Fig. 1: zoomed window
Bar = 5 µm. Region (39, 62) to (59, 82) µm. Cells in grey, sequential cells in the stronger grey; small squares are vias.
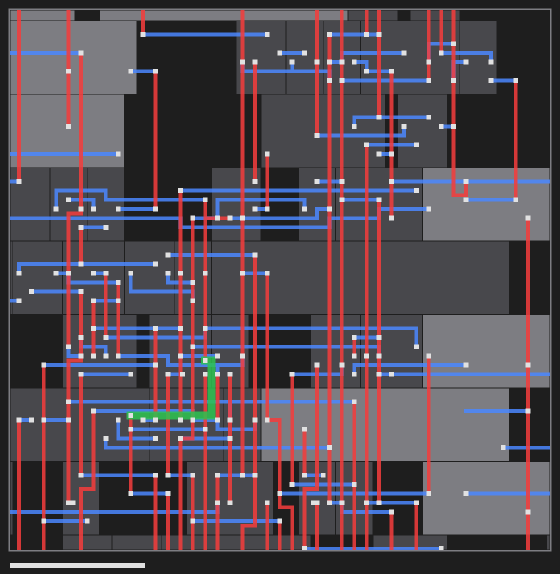
Fig. 2: metal layers overlaid
Bar = 20 µm. Two of the layers only.
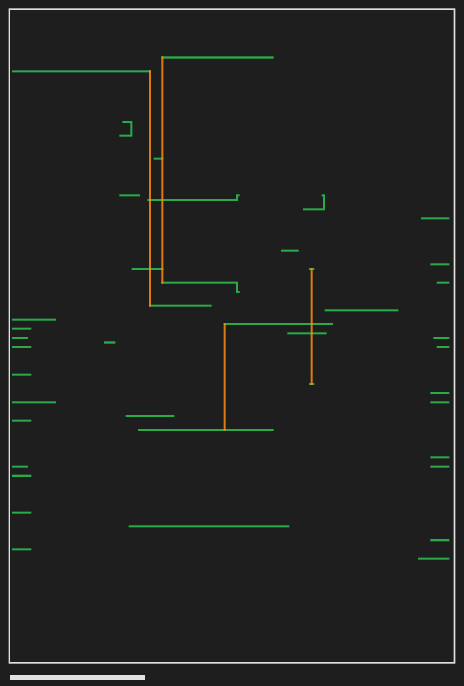
Fig. 3: the metal 1 layer
Bar = 20 µm. Cells faint in the background.
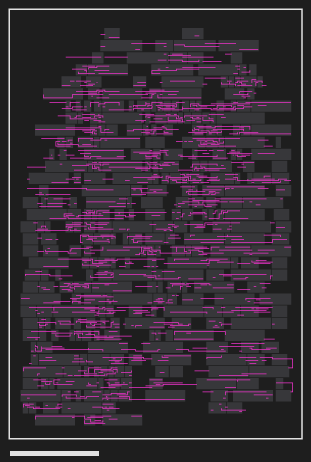
Fig. 4: wire density map
The die is cut into 13 by 19 equal tiles; white is low, dark blue is high, scaled to the fullest tile. Values are wire area over tile area, all layers added.
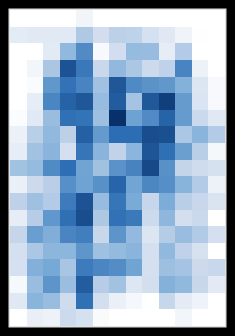
Fig. 5: track usage over the die
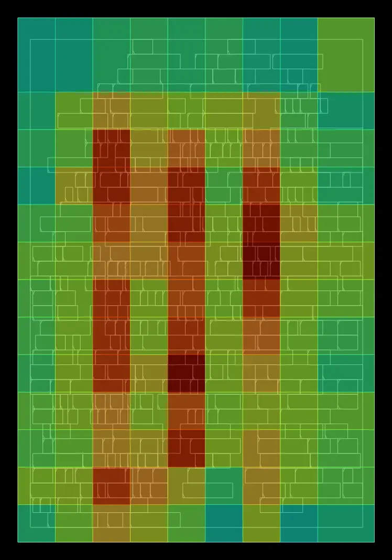
[src/rtl/uart_core_param_if.sv]
// ---------------------------------------------------------------------------
// uart_core_param_if
// Byte-stream side of the parametrised UART core.
//
// Signals:
//   tx_data       word to transmit (client -> core)
//   tx_valid      tx_data valid (client -> core)
//   tx_ready      transmitter can accept a word (core -> client)
//   rx_data       last received word (core -> client)
//   rx_valid      one-cycle pulse when a frame completes (core -> client)
//   rx_parity_err parity mismatch, qualified by rx_valid (core -> client)
//   rx_frame_err  first stop bit sampled low, qualified by rx_valid
//
// Modports:
//   master  client side (FIFO or register bank)
//   slave   UART core side
// ---------------------------------------------------------------------------
interface uart_core_param_if #(
    parameter int DATA_BITS = 8
);
    logic [DATA_BITS-1:0] tx_data;
    logic                 tx_valid;
    logic                 tx_ready;
    logic [DATA_BITS-1:0] rx_data;
    logic                 rx_valid;
    logic                 rx_parity_err;
    logic                 rx_frame_err;

    modport master (
        output tx_data, tx_valid,
        input  tx_ready, rx_data, rx_valid, rx_parity_err, rx_frame_err
    );

    modport slave (
        input  tx_data, tx_valid,
        output tx_ready, rx_data, rx_valid, rx_parity_err, rx_frame_err
    );
endinterface

[src/rtl/uart_core_param.sv]
// ---------------------------------------------------------------------------
// uart_core_param
// Parametrised full-duplex UART core: configurable data width, parity and
// stop bits, valid/ready transmit handshake, 16x-style oversampled receiver
// with 3-sample majority vote, false-start rejection and per-frame
// parity/framing error flags.
//
// Ports:
//   clk    system clock, rising edge
//   rst_n  asynchronous active-low reset
//   bus    byte-stream client interface (slave modport)
//   tx     serial output, idles high
//   rx     serial input, asynchronous to clk
// ---------------------------------------------------------------------------
module uart_core_param #(
    parameter int CLK_FREQ   = 100_000_000,
    parameter int BAUD       = 9600,
    parameter int DATA_BITS  = 8,
    parameter int PARITY     = 0,
    parameter int STOP_BITS  = 1,
    parameter int OVERSAMPLE = 16
) (
    input  logic              clk,
    input  logic              rst_n,
    uart_core_param_if.slave  bus,
    output logic              tx,
    input  logic              rx
);

    localparam int DIV_RAW = CLK_FREQ / (BAUD * OVERSAMPLE);
    localparam int DIV     = (DIV_RAW < 1) ? 1 : DIV_RAW;
    localparam int DIV_W   = $clog2(DIV + 1);
    localparam int TICK_W  = $clog2(STOP_BITS * OVERSAMPLE + 1);
    localparam int BIT_W   = $clog2(DATA_BITS + 1);

    localparam logic [TICK_W-1:0] BIT_LAST  = TICK_W'(OVERSAMPLE - 1);
    localparam logic [TICK_W-1:0] STOP_LAST = TICK_W'(STOP_BITS * OVERSAMPLE - 1);
    localparam logic [TICK_W-1:0] SAMP_A    = TICK_W'(OVERSAMPLE / 2 - 1);
    localparam logic [TICK_W-1:0] SAMP_B    = TICK_W'(OVERSAMPLE / 2);
    localparam logic [TICK_W-1:0] SAMP_C    = TICK_W'(OVERSAMPLE / 2 + 1);
    localparam logic [BIT_W-1:0]  DATA_LAST = BIT_W'(DATA_BITS - 1);

    // -----------------------------------------------------------------------
    // Shared tick generator. With DIV=1 the compare is always true, so tick
    // is high every clock.
    // -----------------------------------------------------------------------
    logic [DIV_W-1:0] divCnt_q;
    logic             tick;

    assign tick = (divCnt_q == DIV_W'(DIV - 1));

    always_ff @(posedge clk or negedge rst_n) begin
        if (!rst_n) begin
            divCnt_q <= '0;
        end else if (tick) begin
            divCnt_q <= '0;
        end else begin
            divCnt_q <= divCnt_q + 1'b1;
        end
    end

    // -----------------------------------------------------------------------
    // Transmitter
    // -----------------------------------------------------------------------
    typedef enum logic [2:0] {
        TX_IDLE, TX_START, TX_DATA, TX_PARITY, TX_STOP
    } txState_t;

    txState_t             txState_q;
    logic [DATA_BITS-1:0] txShift_q;
    logic                 txPar_q;
    logic [BIT_W-1:0]     txBit_q;
    logic [TICK_W-1:0]    txTick_q;
    logic                 txReady_q;
    logic                 tx_q;

    // The line level is registered and updated on the same edge as the state
    // change, so each bit is held for exactly one bit period of ticks.
    always_ff @(posedge clk or negedge rst_n) begin
        if (!rst_n) begin
            txState_q <= TX_IDLE;
            txShift_q <= '0;
            txPar_q   <= 1'b0;
            txBit_q   <= '0;
            txTick_q  <= '0;
            txReady_q <= 1'b1;
            tx_q      <= 1'b1;
        end else begin
            case (txState_q)
                TX_IDLE: begin
                    tx_q      <= 1'b1;
                    txReady_q <= 1'b1;
                    if (bus.tx_valid && txReady_q) begin
                        txShift_q <= bus.tx_data;
                        txPar_q   <= (PARITY == 1) ? ~(^bus.tx_data) : ^bus.tx_data;
                        txReady_q <= 1'b0;
                        tx_q      <= 1'b0;
                        txTick_q  <= '0;
                        txState_q <= TX_START;
                    end
                end
                TX_START: begin
                    if (tick) begin
                        if (txTick_q == BIT_LAST) begin
                            txTick_q  <= '0;
                            txBit_q   <= '0;
                            tx_q      <= txShift_q[0];
                            txState_q <= TX_DATA;
                        end else begin
                            txTick_q <= txTick_q + 1'b1;
                        end
                    end
                end
                TX_DATA: begin
                    if (tick) begin
                        if (txTick_q == BIT_LAST) begin
                            txTick_q <= '0;
                            if (txBit_q == DATA_LAST) begin
                                if (PARITY != 0) begin
                                    tx_q      <= txPar_q;
                                    txState_q <= TX_PARITY;
                                end else begin
                                    tx_q      <= 1'b1;
                                    txState_q <= TX_STOP;
                                end
                            end else begin
                                // Bit 1 of the current word becomes the next line level.
                                txBit_q   <= txBit_q + 1'b1;
                                tx_q      <= txShift_q[1];
                                txShift_q <= txShift_q >> 1;
                            end
                        end else begin
                            txTick_q <= txTick_q + 1'b1;
                        end
                    end
                end
                TX_PARITY: begin
                    if (tick) begin
                        if (txTick_q == BIT_LAST) begin
                            txTick_q  <= '0;
                            tx_q      <= 1'b1;
                            txState_q <= TX_STOP;
                        end else begin
                            txTick_q <= txTick_q + 1'b1;
                        end
                    end
                end
                TX_STOP: begin
                    if (tick) begin
                        if (txTick_q == STOP_LAST) begin
                            txTick_q  <= '0;
                            txReady_q <= 1'b1;
                            txState_q <= TX_IDLE;
                        end else begin
                            txTick_q <= txTick_q + 1'b1;
                        end
                    end
                end
                default: begin
                    tx_q      <= 1'b1;
                    txReady_q <= 1'b1;
                    txState_q <= TX_IDLE;
                end
            endcase
        end
    end

    assign tx           = tx_q;
    assign bus.tx_ready = txReady_q;

    // -----------------------------------------------------------------------
    // Receiver input synchroniser; rxPrev_q gives the falling-edge detect.
    // -----------------------------------------------------------------------
    logic rxSync1_q, rxSync2_q, rxPrev_q;

    always_ff @(posedge clk or negedge rst_n) begin
        if (!rst_n) begin
            rxSync1_q <= 1'b1;
            rxSync2_q <= 1'b1;
            rxPrev_q  <= 1'b1;
        end else begin
            rxSync1_q <= rx;
            rxSync2_q <= rxSync1_q;
            rxPrev_q  <= rxSync2_q;
        end
    end

    // -----------------------------------------------------------------------
    // Receiver
    // -----------------------------------------------------------------------
    typedef enum logic [2:0] {
        RX_IDLE, RX_START, RX_DATA, RX_PARITY, RX_STOP, RX_BREAK
    } rxState_t;

    rxState_t             rxState_q;
    logic [TICK_W-1:0]    rxTick_q;
    logic                 rxS0_q, rxS1_q;
    logic [BIT_W-1:0]     rxBit_q;
    logic [DATA_BITS-1:0] rxShift_q;
    logic [DATA_BITS-1:0] rxData_q;
    logic                 rxParBit_q;
    logic                 rxValid_q;
    logic                 rxParErr_q;
    logic                 rxFrameErr_q;

    logic rxMaj_d;
    logic rxParExp_d;
    logic rxDecide;
    logic rxBitEnd;

    // The third sample is the live synchronised level on the decision tick.
    assign rxMaj_d    = (rxS0_q & rxS1_q) | (rxS0_q & rxSync2_q) | (rxS1_q & rxSync2_q);
    assign rxParExp_d = (PARITY == 1) ? ~(^rxShift_q) : ^rxShift_q;
    assign rxDecide   = tick && (rxTick_q == SAMP_C);
    assign rxBitEnd   = tick && (rxTick_q == BIT_LAST);

    // Stop-bit decision happens mid-bit, so the FSM returns to IDLE half a
    // bit early and is ready for a new start edge.
    always_ff @(posedge clk or negedge rst_n) begin
        if (!rst_n) begin
            rxState_q    <= RX_IDLE;
            rxTick_q     <= '0;
            rxS0_q       <= 1'b1;
            rxS1_q       <= 1'b1;
            rxBit_q      <= '0;
            rxShift_q    <= '0;
            rxData_q     <= '0;
            rxParBit_q   <= 1'b0;
            rxValid_q    <= 1'b0;
            rxParErr_q   <= 1'b0;
            rxFrameErr_q <= 1'b0;
        end else begin
            rxValid_q <= 1'b0;
            if (tick && (rxTick_q == SAMP_A)) begin
                rxS0_q <= rxSync2_q;
            end
            if (tick && (rxTick_q == SAMP_B)) begin
                rxS1_q <= rxSync2_q;
            end
            if (tick && (rxState_q != RX_IDLE) && (rxState_q != RX_BREAK)) begin
                rxTick_q <= rxBitEnd ? '0 : rxTick_q + 1'b1;
            end

            case (rxState_q)
                RX_IDLE: begin
                    if (rxPrev_q && !rxSync2_q) begin
                        rxTick_q  <= '0;
                        rxState_q <= RX_START;
                    end
                end
                RX_START: begin
                    if (rxDecide && rxMaj_d) begin
                        rxState_q <= RX_IDLE;
                    end else if (rxBitEnd) begin
                        rxBit_q   <= '0;
                        rxState_q <= RX_DATA;
                    end
                end
                RX_DATA: begin
                    if (rxDecide) begin
                        rxShift_q <= {rxMaj_d, rxShift_q[DATA_BITS-1:1]};
                    end
                    if (rxBitEnd) begin
                        if (rxBit_q == DATA_LAST) begin
                            rxState_q <= (PARITY != 0) ? RX_PARITY : RX_STOP;
                        end else begin
                            rxBit_q <= rxBit_q + 1'b1;
                        end
                    end
                end
                RX_PARITY: begin
                    if (rxDecide) begin
                        rxParBit_q <= rxMaj_d;
                    end
                    if (rxBitEnd) begin
                        rxState_q <= RX_STOP;
                    end
                end
                RX_STOP: begin
                    if (rxDecide) begin
                        rxData_q     <= rxShift_q;
                        rxParErr_q   <= (PARITY != 0) && (rxParBit_q != rxParExp_d);
                        rxFrameErr_q <= ~rxMaj_d;
                        rxValid_q    <= 1'b1;
                        rxState_q    <= rxMaj_d ? RX_IDLE : RX_BREAK;
                    end
                end
                RX_BREAK: begin
                    if (rxSync2_q) begin
                        rxState_q <= RX_IDLE;
                    end
                end
                default: begin
                    rxState_q <= RX_IDLE;
                end
            endcase
        end
    end

    assign bus.rx_data       = rxData_q;
    assign bus.rx_valid      = rxValid_q;
    assign bus.rx_parity_err = rxParErr_q;
    assign bus.rx_frame_err  = rxFrameErr_q;

endmodule

[src/flat_wrapper.sv]
// flat-port wrapper written by rule: the top's interface ports become plain ports
module uart_core_param_flat 
#(
    parameter int CLK_FREQ   = 100_000_000,
    parameter int BAUD       = 9600,
    parameter int DATA_BITS  = 8,
    parameter int PARITY     = 0,
    parameter int STOP_BITS  = 1,
    parameter int OVERSAMPLE = 16
)
  (clk, rst_n, tx, rx, bus_tx_data, bus_tx_valid, bus_tx_ready, bus_rx_data, bus_rx_valid, bus_rx_parity_err, bus_rx_frame_err);
  uart_core_param_if #(.DATA_BITS(DATA_BITS)) bus_i ();
  input  logic clk;
  input  logic rst_n;
  output logic tx;
  input  logic rx;
  input wire logic [$bits(bus_i.tx_data)-1:0] bus_tx_data;
  input wire logic [$bits(bus_i.tx_valid)-1:0] bus_tx_valid;
  output wire logic [$bits(bus_i.tx_ready)-1:0] bus_tx_ready;
  output wire logic [$bits(bus_i.rx_data)-1:0] bus_rx_data;
  output wire logic [$bits(bus_i.rx_valid)-1:0] bus_rx_valid;
  output wire logic [$bits(bus_i.rx_parity_err)-1:0] bus_rx_parity_err;
  output wire logic [$bits(bus_i.rx_frame_err)-1:0] bus_rx_frame_err;
  assign bus_i.tx_data = bus_tx_data;
  assign bus_i.tx_valid = bus_tx_valid;
  assign bus_tx_ready = bus_i.tx_ready;
  assign bus_rx_data = bus_i.rx_data;
  assign bus_rx_valid = bus_i.rx_valid;
  assign bus_rx_parity_err = bus_i.rx_parity_err;
  assign bus_rx_frame_err = bus_i.rx_frame_err;
  uart_core_param #(.CLK_FREQ(CLK_FREQ), .BAUD(BAUD), .DATA_BITS(DATA_BITS), .PARITY(PARITY), .STOP_BITS(STOP_BITS), .OVERSAMPLE(OVERSAMPLE)) u_core (.clk(clk), .rst_n(rst_n), .bus(bus_i), .tx(tx), .rx(rx));
endmodule
[config.mk]
export PLATFORM = sky130hd
export DESIGN_NAME = uart_core_param_flat
export DESIGN_NICKNAME = d
export VERILOG_FILES = /design/src/rtl/uart_core_param_if.sv /design/src/rtl/uart_core_param.sv /design/src/flat_wrapper.sv
export SDC_FILE = /design/constraint.sdc
export NUM_CORES = 1
export LEC_CHECK = 0
export CAP_MARGIN = 25
export CORE_ASPECT_RATIO = 1.5
export CORE_MARGIN = 2
export CORE_UTILIZATION = 58
export CTS_CLUSTER_DIAMETER = 120
export DETAILED_ROUTE_END_ITERATION = 16
export HOLD_SLACK_MARGIN = 0.15
export PLACE_DENSITY = 0.84
export REMOVE_ABC_BUFFERS = 1
export SLEW_MARGIN = 20
export SYNTH_ARGS = -nofsm -noshare
export SYNTH_HDL_FRONTEND = slang
export SYNTH_SLANG_ARGS = --single-unit
[constraint.sdc]
create_clock -name clk -period 2.5 [get_ports clk]
set_clock_uncertainty 0.1 [all_clocks]
set_input_delay 0.5 -clock clk [delete_from_list [all_inputs] [get_ports clk]]
set_output_delay 0.5 -clock clk [all_outputs]
set_load 0.005 [all_outputs]
==> qor.rpt <==
CLOCK TREE
--------------------------------------------------------------------------------
Setup fix buffers added after clock tree synthesis                             0
Cell chosen for the clock root                                      sky130_fd_sc_hd__clkbuf_8
Clock Sinks                                                                   67
Clock latency at the later pin of the worst-skew pair                     340 ps
Clock buffer count from CTS                                                    9

FLOW RUN
--------------------------------------------------------------------------------
Count of warning messages emitted by the tools                                28

STATUS
--------------------------------------------------------------------------------
Result of the run                                                   finished, final reports clean

GLOBAL ROUTING
--------------------------------------------------------------------------------
Number of antenna violations at the first check in global routing              0
Largest net degree at the start of global routing                             48

SYNTH
--------------------------------------------------------------------------------
Cells after synthesis                                                        311
Adder Share, Synth                                                         3.33%
Top cell type by instance count after synthesis                     sky130_fd_sc_hd__dfrtp_1
Area fraction in and, or, nand and nor cells after synthesis               18.2%
Complex Gates by Area                                                      10.8%
Number of enable flip-flop cells                                               0
Top-area cell type share of the netlist area                               45.4%
Chip Area, Yosys                                                        3300 µm²
Share of flip-flops with an asynchronous set or reset                       100%
Number of synthesized register bits                                           67

STA
--------------------------------------------------------------------------------
Fin crit share                                                             91.3%
Count of endpoints failing hold in the final timing report                     0
Number of slew-limit violations in the final report                            0
Headroom to the max-slew limit                                             60.1%
Worst hold slack                                                          257 ps
Post-route setup TNS                                                        0 ps
Fmax                                                                     438 MHz
Slew at the pin closest to its max-slew limit                             593 ps

DIE
--------------------------------------------------------------------------------
Total I/O pin count                                                           25
Width of the die                                                         65.6 µm
Core Footprint                                                          5490 µm²
Total Die Area                                                          6330 µm²

DETAILED ROUTING
--------------------------------------------------------------------------------
Remaining routing DRC violations                                               0
Met1 WL                                                                  2470 µm

CRITICAL PATH
--------------------------------------------------------------------------------
Type of the setup path with the least slack                              reg2reg
Worst setup path start                                              u_core.rxTick_q[1]
Critical Path Max Stage Delay                                             510 ps
Critical Path End Type                                                 flip-flop

MIN PATH
--------------------------------------------------------------------------------
Launch instance of the worst min-delay path                         u_core.rxSync1_q
Path class of the lowest-slack min-delay path                            reg2reg
Hold Path Cell Cnt                                                             0

LAYOUT
--------------------------------------------------------------------------------
Final cell area excluding filler cells                                  3850 µm²
Most instantiated logic cells after routing                         sky130_fd_sc_hd__dfrtp_1, sky130_fd_sc_hd__nor2_1, sky130_fd_sc_hd__nand2_1, sky130_fd_sc_hd__clkdlybuf4s50_1, sky130_fd_sc_hd__nand3_1
Data buffer area share                                                     7.79%
Multi-input gates                                                            216
Non-CTS buffers                                                               31
Layout clock buffer count                                                     11
Final core utilization                                                     70.2%

PWR
--------------------------------------------------------------------------------
Total power after layout                                                 2.44 mW
Total combinational power                                                 271 µW

PLACEMENT
--------------------------------------------------------------------------------
Area of placed instances                                                3620 µm²

-- Fig. 1 (at the start) --
colour	layer
blue	metal 1
green	metal 3
red	metal 2
cells with their middle in the window	34
most frequent	nand2_1 (6)
sequential cells in the window	4
netlist names of flops here include	u_core.rxBit_q (2)

-- Fig. 2 (at the start) --
colour	layer	wire length
orange	metal 4	101 µm
green	metal 3	240 µm
overall via count from detail_route: 2418
Post-Route WL: 6110 µm

-- Fig. 3 (at the start) --
longest straight run	15.6 µm
nets with wire on the layer	316
wire length on this layer	2470 µm
share of all routed wire	40%
GR Layer Usage met1: 22.5%

-- Fig. 4 (at the start) --
tiles over half the peak	28%
fullest tile	0.43
densest ninth of the die	centre
mean over tiles	0.15
nearly empty tiles	14%
All-Layer GR Usage: 21.8%
routed wire length per instance: 14.8 µm

-- Fig. 5 (at the start) --
met3 usage: 6.37%
Most Used Layer, Global Route: met2
met2 capacity usage during global routing: 39.8%

Power figures rest on the tool's default switching activity, not on a simulated workload.
